Fig. 1: placement by cell class
Scale bar: 20 um. Fill, decap, tap and diode cells in grey.
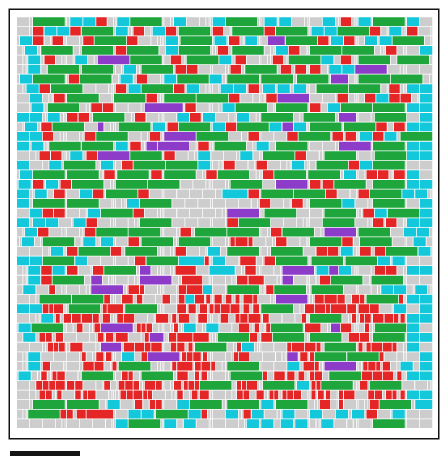
Fig. 2: metal 1
Supply wires on this layer in grey.
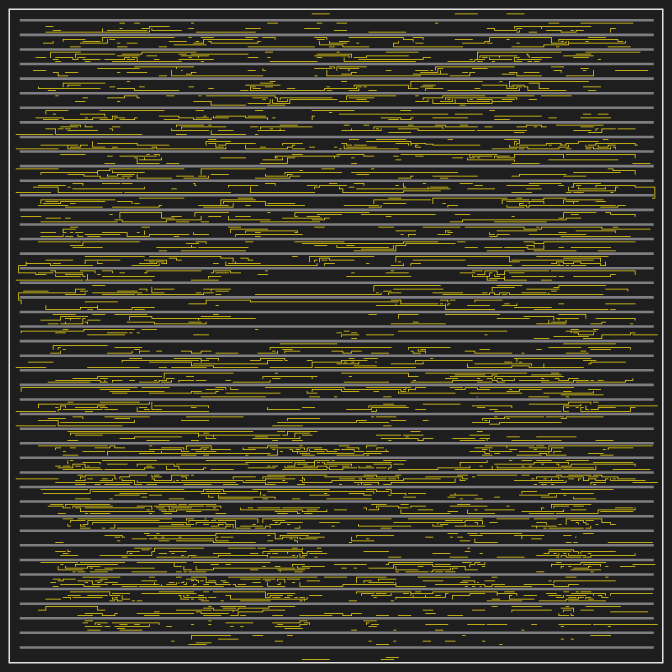
Fig. 3: signal metal coverage by tile
24 x 24 tiles, from black (low) to pale yellow (high), scaled to the fullest tile. Values are wire area over tile area, all layers added.
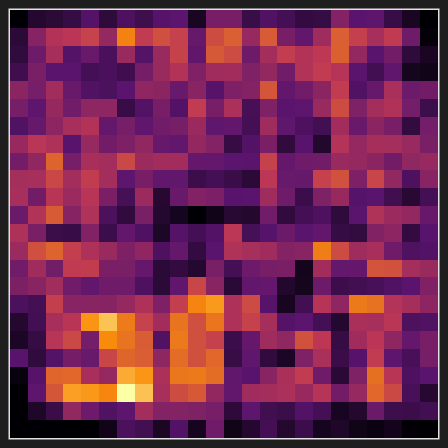
Fig. 4: routed metal, one colour a layer
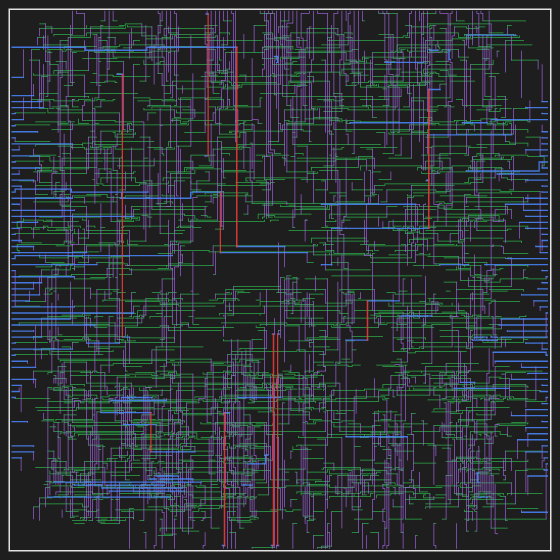
File: src/rtl/bram_loader_pkg.sv
// Shared definitions for the BRAM loaders: the lane count macro that the
// engine and both loader instances agree on, plus the common field widths.
`ifndef BURST_LEN
`define BURST_LEN 8
`endif

package bram_loader_pkg;
  localparam int HW_W  = 16;
  localparam int LEN_W = 16;
endpackage

File: src/rtl/bram_loader.sv
// Packs a stream of 16-bit halfwords into BURST_LEN-lane RAM words and
// writes them to consecutive addresses starting at a latched base.
`ifndef BURST_LEN
`define BURST_LEN 8
`endif

module bram_loader
  import bram_loader_pkg::*;
#(
  parameter int BURST_LEN = `BURST_LEN,
  parameter int ADDR_W    = 10
) (
  input  logic                      clk,
  input  logic                      rst_n,
  input  logic                      clr,
  input  logic                      start,
  input  logic [ADDR_W-1:0]         base_addr,
  input  logic [LEN_W-1:0]          load_len,
  input  logic                      in_valid,
  input  logic [31:0]               in_data,
  output logic                      in_ready,
  output logic                      ram_we,
  output logic [ADDR_W-1:0]         ram_addr,
  output logic [HW_W*BURST_LEN-1:0] ram_data,
  output logic                      busy,
  output logic                      done,
  output logic                      overflow,
  output logic [ADDR_W:0]           words_written
);

  localparam logic [2:0] S_IDLE  = 3'd0;
  localparam logic [2:0] S_FILL  = 3'd1;
  localparam logic [2:0] S_FLUSH = 3'd2;
  localparam logic [2:0] S_LAST  = 3'd3;
  localparam logic [2:0] S_DONE  = 3'd4;

  localparam int DATA_W = HW_W * BURST_LEN;
  localparam int LANE_W = (BURST_LEN > 1) ? $clog2(BURST_LEN) : 1;
  localparam logic [LANE_W-1:0] LANE_LAST = LANE_W'(BURST_LEN - 1);

  logic [2:0]        state_q, state_d;
  logic [LANE_W-1:0] lane_q, lane_d;
  logic [LEN_W-1:0]  remaining_q, remaining_d;
  logic [DATA_W-1:0] ram_data_q, ram_data_d;
  logic [ADDR_W-1:0] ram_addr_q, ram_addr_d;
  logic [ADDR_W:0]   words_q, words_d;
  logic              ram_we_q, ram_we_d;
  logic              overflow_q, overflow_d;

  logic              accept;
  logic              shift;
  logic [HW_W-1:0]   shift_hw;
  logic              unused_in_hi;

  assign unused_in_hi = ^in_data[31:16];
  assign accept       = in_valid && in_ready;

  always_ff @(posedge clk or negedge rst_n) begin
    if (!rst_n) begin
      state_q     <= S_IDLE;
      lane_q      <= '0;
      remaining_q <= '0;
      ram_data_q  <= '0;
      ram_addr_q  <= '0;
      words_q     <= '0;
      ram_we_q    <= 1'b0;
      overflow_q  <= 1'b0;
    end else begin
      state_q     <= state_d;
      lane_q      <= lane_d;
      remaining_q <= remaining_d;
      ram_data_q  <= ram_data_d;
      ram_addr_q  <= ram_addr_d;
      words_q     <= words_d;
      ram_we_q    <= ram_we_d;
      overflow_q  <= overflow_d;
    end
  end

  always_comb begin
    state_d = state_q;
    if (clr) begin
      state_d = S_IDLE;
    end else begin
      case (state_q)
        S_IDLE:  if (start) state_d = (load_len == '0) ? S_DONE : S_FILL;
        S_FILL:  if (accept && remaining_q == LEN_W'(1))
                   state_d = (lane_q == LANE_LAST) ? S_LAST : S_FLUSH;
        S_FLUSH: if (lane_q == LANE_LAST) state_d = S_LAST;
        S_LAST:  if (!ram_we_q) state_d = S_DONE;
        S_DONE:  state_d = S_IDLE;
        default: state_d = S_IDLE;
      endcase
    end
  end

  always_comb begin
    lane_d      = lane_q;
    remaining_d = remaining_q;
    ram_data_d  = ram_data_q;
    ram_addr_d  = ram_addr_q;
    words_d     = words_q;
    overflow_d  = overflow_q;
    ram_we_d    = 1'b0;
    shift       = 1'b0;
    shift_hw    = '0;

    // The write happens with the current address; step it as the strobe ends.
    if (ram_we_q) begin
      ram_addr_d = ram_addr_q + 1'b1;
      words_d    = words_q + 1'b1;
      if (ram_addr_q == '1) overflow_d = 1'b1;
    end

    case (state_q)
      S_IDLE: begin
        if (start) begin
          ram_addr_d  = base_addr;
          remaining_d = load_len;
          lane_d      = '0;
          ram_data_d  = '0;
          words_d     = '0;
          overflow_d  = 1'b0;
        end
      end
      S_FILL: begin
        if (accept) begin
          shift       = 1'b1;
          shift_hw    = in_data[HW_W-1:0];
          remaining_d = remaining_q - 1'b1;
        end
      end
      S_FLUSH: shift = 1'b1;
      default: ;
    endcase

    if (shift) begin
      ram_data_d = {shift_hw, ram_data_q[DATA_W-1:HW_W]};
      if (lane_q == LANE_LAST) begin
        lane_d   = '0;
        ram_we_d = 1'b1;
      end else begin
        lane_d = lane_q + 1'b1;
      end
    end

    if (clr) begin
      lane_d      = '0;
      remaining_d = '0;
      ram_data_d  = '0;
      ram_addr_d  = '0;
      words_d     = '0;
      overflow_d  = 1'b0;
      ram_we_d    = 1'b0;
    end
  end

  always_comb begin
    in_ready      = (state_q == S_FILL) && (remaining_q != '0);
    busy          = (state_q != S_IDLE);
    done          = (state_q == S_DONE);
    ram_we        = ram_we_q;
    ram_addr      = ram_addr_q;
    ram_data      = ram_data_q;
    overflow      = overflow_q;
    words_written = words_q;
  end

endmodule

File: config.mk
export PLATFORM = sky130hd
export DESIGN_NAME = bram_loader
export DESIGN_NICKNAME = d
export VERILOG_FILES = /design/src/rtl/bram_loader_pkg.sv /design/src/rtl/bram_loader.sv
export SDC_FILE = /design/constraint.sdc
export NUM_CORES = 1
export LEC_CHECK = 0
export CORE_MARGIN = 1.5
export CORE_UTILIZATION = 51
export DETAILED_ROUTE_END_ITERATION = 8
export PLACE_DENSITY_LB_ADDON = 0.05
export SKIP_CTS_REPAIR_TIMING = 1
export SLEW_MARGIN = 20
export SYNTH_ARGS = -nofsm -noshare
export SYNTH_HDL_FRONTEND = slang
export SYNTH_SLANG_ARGS = --single-unit
File: constraint.sdc
create_clock -name clk -period 5.05 [get_ports clk]
set_input_delay 1.2625 -clock clk [delete_from_list [all_inputs] [get_ports clk]]
set_output_delay 1.2625 -clock clk [all_outputs]
set_load 0.02 [all_outputs]
==> out/results.txt <==
Non-clk invs - 8
clock-pin slew on the worst setup and hold paths - 0.07 ns
design area - 9832 um2
most frequent cells in the layout - clkdlybuf4s50_1, dfrtp_1, a22o_1, nor2_1
area of the mapped netlist - 7174 um2
Non-clk bufs - 205
worst path required time - 3.79 ns
FF-to-FF path depth - 7
setup slack after placement - 1.016 ns
unrepaired setup endpoints after global routing - no
top cells, area - dfrtp_1, a22o_1, nor2_1
Syn-to-layout area delta - 37.04%
most frequent logic cell in the layout - clkdlybuf4s50_1
outcome - finished clean
CTS buffer count - 17
Comb/total area - 0.2614
Slew @ Worst Pin - 0.9682 ns
Worst Slack Setup Final - 1.250 ns
n_taps - 180
sequential share of power - 0.469
Primary FF master, synth - dfrtp_1
Top Metal Used - met4
Max H-tree Level - 4
Top power group - sequential cells
residual DRC count - 0
Log Warnings - 49
# setup viols final - 0
WP buf/inv - 2
non-filler instance count after layout - 959
P_leak - 4.298 nW
largest net degree at the start of global routing - 132
met2 usage - 0.3333
Layout fillers - 961
clk buf depth - 2
CLK BUF - 20
Final period util - 0.7524
non-clk buf share - 0.2116
simple-gate portion of the synthesized area - 0.09086
FFs & Latches - 173
Hold EP - ram_data[3]$_DFFE_PN0P_
Critical Path Source Type - flop
Unique cell types - 57
Latency at later pin - 0.43 ns
cell area after placement - 9233 um2
critical path capture point type - output pin
power density cells - 318.5 nW/um2
minimum clock period - 3.800 ns
hold path depth - 1
Synth Register Bits - 173
TritonCTS clock tree - yes
drt via density - 5.898
P_comb - 365 uW
Mux area share - 0.002790
Max VDD drop - 239.6 uV
clock network area share - 0.06070
ANT cells - 0
PortBufs - 200
FF-to-FF End - remaining_q[5]$_DFFE_PN0P_
crit-path cells - inv_1 > ha_1 > nor3b_2 > nand4_2 > and2_1 > clkdlybuf4s50_1
Hold Startpoint - ram_data[3]$_DFFE_PN0P_
gr busiest metal - met1
flop2flop setup slack - 2.21 ns
adder share - 0.01046
CP Class - reg2out
routed length on met1 - 8.458 mm
syn nets - 656
Sw Pwr - 838.5 uW
nets - 835
first-pass GRT wire length - 28.68 mm
Routed Antenna Nets - 0
Area leader share - 0.6034
Reg area - 4329 um2
ys async rst share - 1.000
Net Sw Frac - 0.2677
met2 routed WL - 7.734 mm
Syn Area/Cell - 12.22 um2
synth warn - 0
Cells after Synth - 587
FP Util - 0.5189
gpl congestion - 0.8662
die height - 121.6 um
chip area - 14790 um2
Critical R2R Launch - remaining_q[0]$_DFFE_PN0P_
Worst Skew - 0.008084 ns
internal cell power - 2.293 mW
clk sink count - 173
layout cell share with drive strength beyond 1 - 0.06162
initial antenna violation count - 0
CP Launch Point - remaining_q[0]$_DFFE_PN0P_
CP Capture Point - in_ready
max-cap violation count - 0
drt first-iter violations - 437
EDFF count, synth - 0
hold slack - 0.4987 ns
Final HPWL DP - 11.57 mm
comb area leader - AND-OR/OR-AND gates
HP Class - reg2reg
TNS Setup - 0 ns
Root Driver - clkbuf_16
area fraction in compound gates - 0.2313
Achievable Freq - 0.2632 GHz
Commonest cells post-synth - dfrtp_1, a22o_1, nor2_1, clkbuf_1
dpl cells - 927
GR Util met3 - 0.06601
logic area - 2570 um2
proportion of power drawn by the clock network - 0.415
CP Depth - 6
Post-synth seq share - 0.6034
Leading cell kind - registers
#MultiIn Comb - 361
GRT overflow - 0
Ports - 217
cell taking the most area after synthesis - dfrtp_1
Flop+latch power - 1.47 mW
die width - 121.6 um
Back to the opening pictures, Fig. 1:
Key: purple = clock drivers and dummy loads [cells 32, share of their area 6.2%]; red = remaining logic cells [cells 369, share of their area 27%]; cyan = remaining buffers and delay cells [cells 205, share of their area 22%]; green = registers [cells 173, share of their area 45%]
Core Area: 13830 um2
row count: 43
Final Util: 0.7111
flop share of the area: 0.4403

Back to the opening pictures, Fig. 2:
The layer holds 48% of the routed length. The longest straight run is 34.5 um. 705 nets have wire on it. The wires run mostly horizontal. The layer carries 8460 um of wire.
routed via count: 5656
Global Route met1 Usage: 0.3809
Post-Route WL: 17.72 mm

Back to the opening pictures, Fig. 3:
The mean over all tiles is 0.19. 2.3% of the tiles are nearly empty. 16% of the tiles are over half the peak. The fullest tile reaches 0.58. The emptiest ninth of the die: centre.
GRT Total Usage: 0.2487
Wirelength per Cell: 18.48 um

Back to the opening pictures, Fig. 4:
Key: purple = M2 [wire length 7730 um]; green = M1 [wire length 8460 um]; blue = M3 [wire length 1210 um]; red = M4 [wire length 324 um]

Power figures rest on the tool's default switching activity, not on a simulated workload.
